==> config.mk <==
export PLATFORM = sky130hd
export DESIGN_NAME = pipe_addsub
export DESIGN_NICKNAME = d
export VERILOG_FILES = /design/src/rtl/alu_pkg.sv /design/src/rtl/adder_chunk.sv /design/src/rtl/pipe_addsub.sv
export SDC_FILE = /design/constraint.sdc
export NUM_CORES = 1
export LEC_CHECK = 0
export CORE_MARGIN = 1.5
export CORE_UTILIZATION = 40
export CTS_CLUSTER_SIZE = 14
export DETAILED_ROUTE_END_ITERATION = 8
export PLACE_DENSITY = 0.67
export SKIP_CTS_REPAIR_TIMING = 1
export SYNTH_ARGS = -nofsm -noshare
export SYNTH_HDL_FRONTEND = slang
export SYNTH_HIERARCHICAL = 1
export SYNTH_SLANG_ARGS = --single-unit
==> constraint.sdc <==
create_clock -name clock -period 4.2 [get_ports clock]
set_input_delay 0.84 -clock clock [delete_from_list [all_inputs] [get_ports clock]]
set_output_delay 0.84 -clock clock [all_outputs]
set_load 0.005 [all_outputs]
Figure 1. The metal 1 layer.
The bar under the picture is 50 um long. Supply wires on this layer in gray.
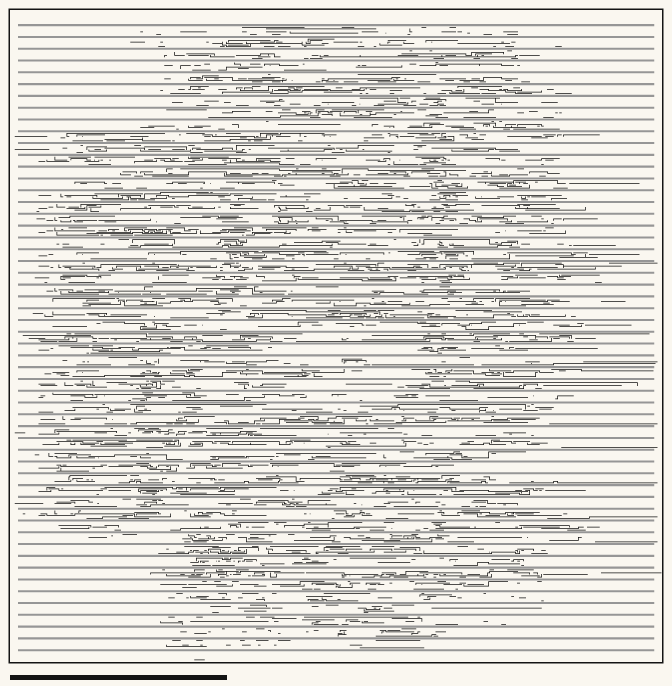
nets with wire on the layer: 1086
wire length on this layer: 9650 um
share of all routed wire: 53%
main direction: horizontal
longest straight run: 45.1 um
met1 global-route usage: 24.8%
total number of vias: 6510

Figure 2. Signal wires on met2.
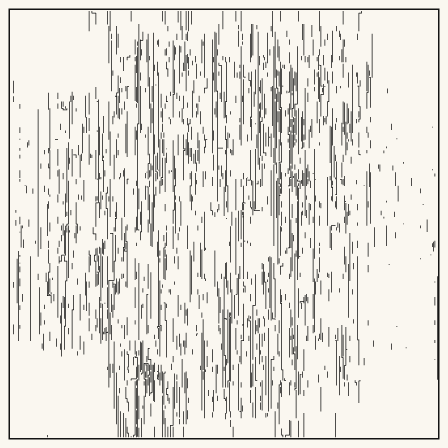
main direction: vertical
wire length on this layer: 7610 um
nets with wire on the layer: 850
longest straight run: 69.7 um
share of all routed wire: 42%
final wirelength: 18.1 mm
grt met2 use: 23.3%

==> impl_metrics.yaml <==
# generated from flow reports
final_timing:
  finalClockPeriodUsage_pct: 68.9
  drv_slew: 0
  hold_slack_ns: 0.448
  skew_ns: 0.00736
  fin_crit_ns: 2.89
  worstMarginPinSlew_ns: 0.777
  finalHoldViolCount: 0
  tns_ns: 0
  fmax_mhz: 345
  setup_viol: 0
  rsz0062_at_grt: "false"
  slew_headroom_pct: 48.2
clock_tree:
  cts_buffers: 17
  cts_tree: "yes"
  clock_latency_ns: 0.42
  h-tree-depth: 4
  cts_root_buffer: "clkbuf_16"
  cts_buffer_depth: 2
  cts.sinks: 186
  clk_pin_slew_worst_paths_ns: 0.07
drt:
  drt-pass1-iter-count: 4
  drc_errors: 0
  dr_wl_met3_um: 664
  viasPerCell: 4.83
  wl_met2_mm: 7.61
  antenna_left: 0
  top_layer: "met4"
  drt-wirelength-per-cell_um: 13.4
  wl_met1_mm: 9.65
  drtIter0Drc: 402
power_and_ir_drop:
  seqPwrFrac_pct: 49.2
  power_frac_comb_pct: 13.7
  p_total_mw: 3.99
  p_clk_mw: 1.48
  p_switching_mw: 1.01
  p_per_area_nw_per_um2: 389
  powerComb_uw: 548
  ir_drop_v: 0.000268
  switching_share_pct: 25.2
  p_clk_share_pct: 37.1
  sequentialPower_mw: 1.96
  p_int_mw: 2.98
  power-top-group: "sequential cells"
  power.leakage_nw: 4.17
global_routing:
  antenna_found_initial: 0
  grt_pass1_wl_mm: 30.0
  grt_pass1_vias: 5958
  grtUsageMet3_pct: 3.03
  grt_overflow: 0
  grt_use_total_pct: 16.5
  grt.busiest_layer: "met1"
  grt_max_degree: 162
worst_hold_path:
  min_path_cells: 2
  hold_class: "reg2reg"
placement:
  io_buffers: 106
  dp_hpwl_mm: 12.2
  gp_congestion: 0.828
  placedCellCount: 1318
worst_setup_path:
  r2r_cells: 8
  cp.required_ns: 3.36
  worst-path-stages: 4
  cp_slowest_stage_delay_ns: 0.51
  cp-end-kind: "output port"
  cp_max_fo: 12
  arrival_ns: 2.05
  cp_common_cell: "clkdlybuf4s50_1"
  path_buffers: 3
  r2r_setup_slack_ns: 1.65
  critPathTopFamily: "buffers and inverters"
  worstPathCellList: "clkdlybuf4s50_1, nor2b_4, inv_6, clkdlybuf4s50_1"
  crit_type: "in2out"
  crit_path_start_kind: "primary input"
  crit_slowest_cell: "clkdlybuf4s50_1"
layout:
  nets: 1168
  lay_top_count: "nand2_1"
  layout-drive-gt1-share_pct: 5.21
  area_growth_pct: 17.9
  final_cells: 1349
  final_cell_mix: "nand2_1, dfxtp_1, a21boi_1, clkdlybuf4s50_1, xnor2_1"
  num_antenna_cells: 0
floorplanning:
  die_area_um2: 22600
  die_x_um: 150
  fp_util_pct: 41.1
  core_um2: 21200
  die_h_um: 150
  rows: 53
  pin_count: 107
logic_synthesis:
  synthesis.area_um2: 8690
  synth_nets: 1102
  syn_avg_cell_area_um2: 8.72
  netlist_instances: 996
  yosys_warnings: 6
job:
  drv_cap: 0
  warnings: 28
status:
  status: "complete, no violations"
## area by class of cell
| cell class | instances | area [um^2] |
|---|---|---|
| repair buffers | 113 | 1120 |
| clock inverters | 8 | 63.8 |
| multi-input cells | 727 | 4450 |
| flip-flops and latches | 186 | 3720 |
| clock buffers | 23 | 478 |
| inverters | 17 | 68.8 |
| fillers | 2063 | 10900 |
| well taps | 275 | 344 |
## through the flow
stage | util [%] | worst slack [ns] | area (um^2)
2_1_floorplan | - | 1.26 | 8690
3_3_place_gp | 45.9 | 1.13 | 9700
3_5_place_dp | 45.9 | 1.09 | 9700
4_1_cts | 48.4 | 1.29 | 10200
5_1_grt | 48.4 | 1.27 | 10200
6_report | 48.4 | 1.31 | 10200
## worst min-delay path, stage by stage (launching register included)
cell,delay [ns]
dfxtp_1,0.31
nand2_1,0.05
a21boi_1,0.05
No activity file was given, so power comes from the tool's default toggle rates.
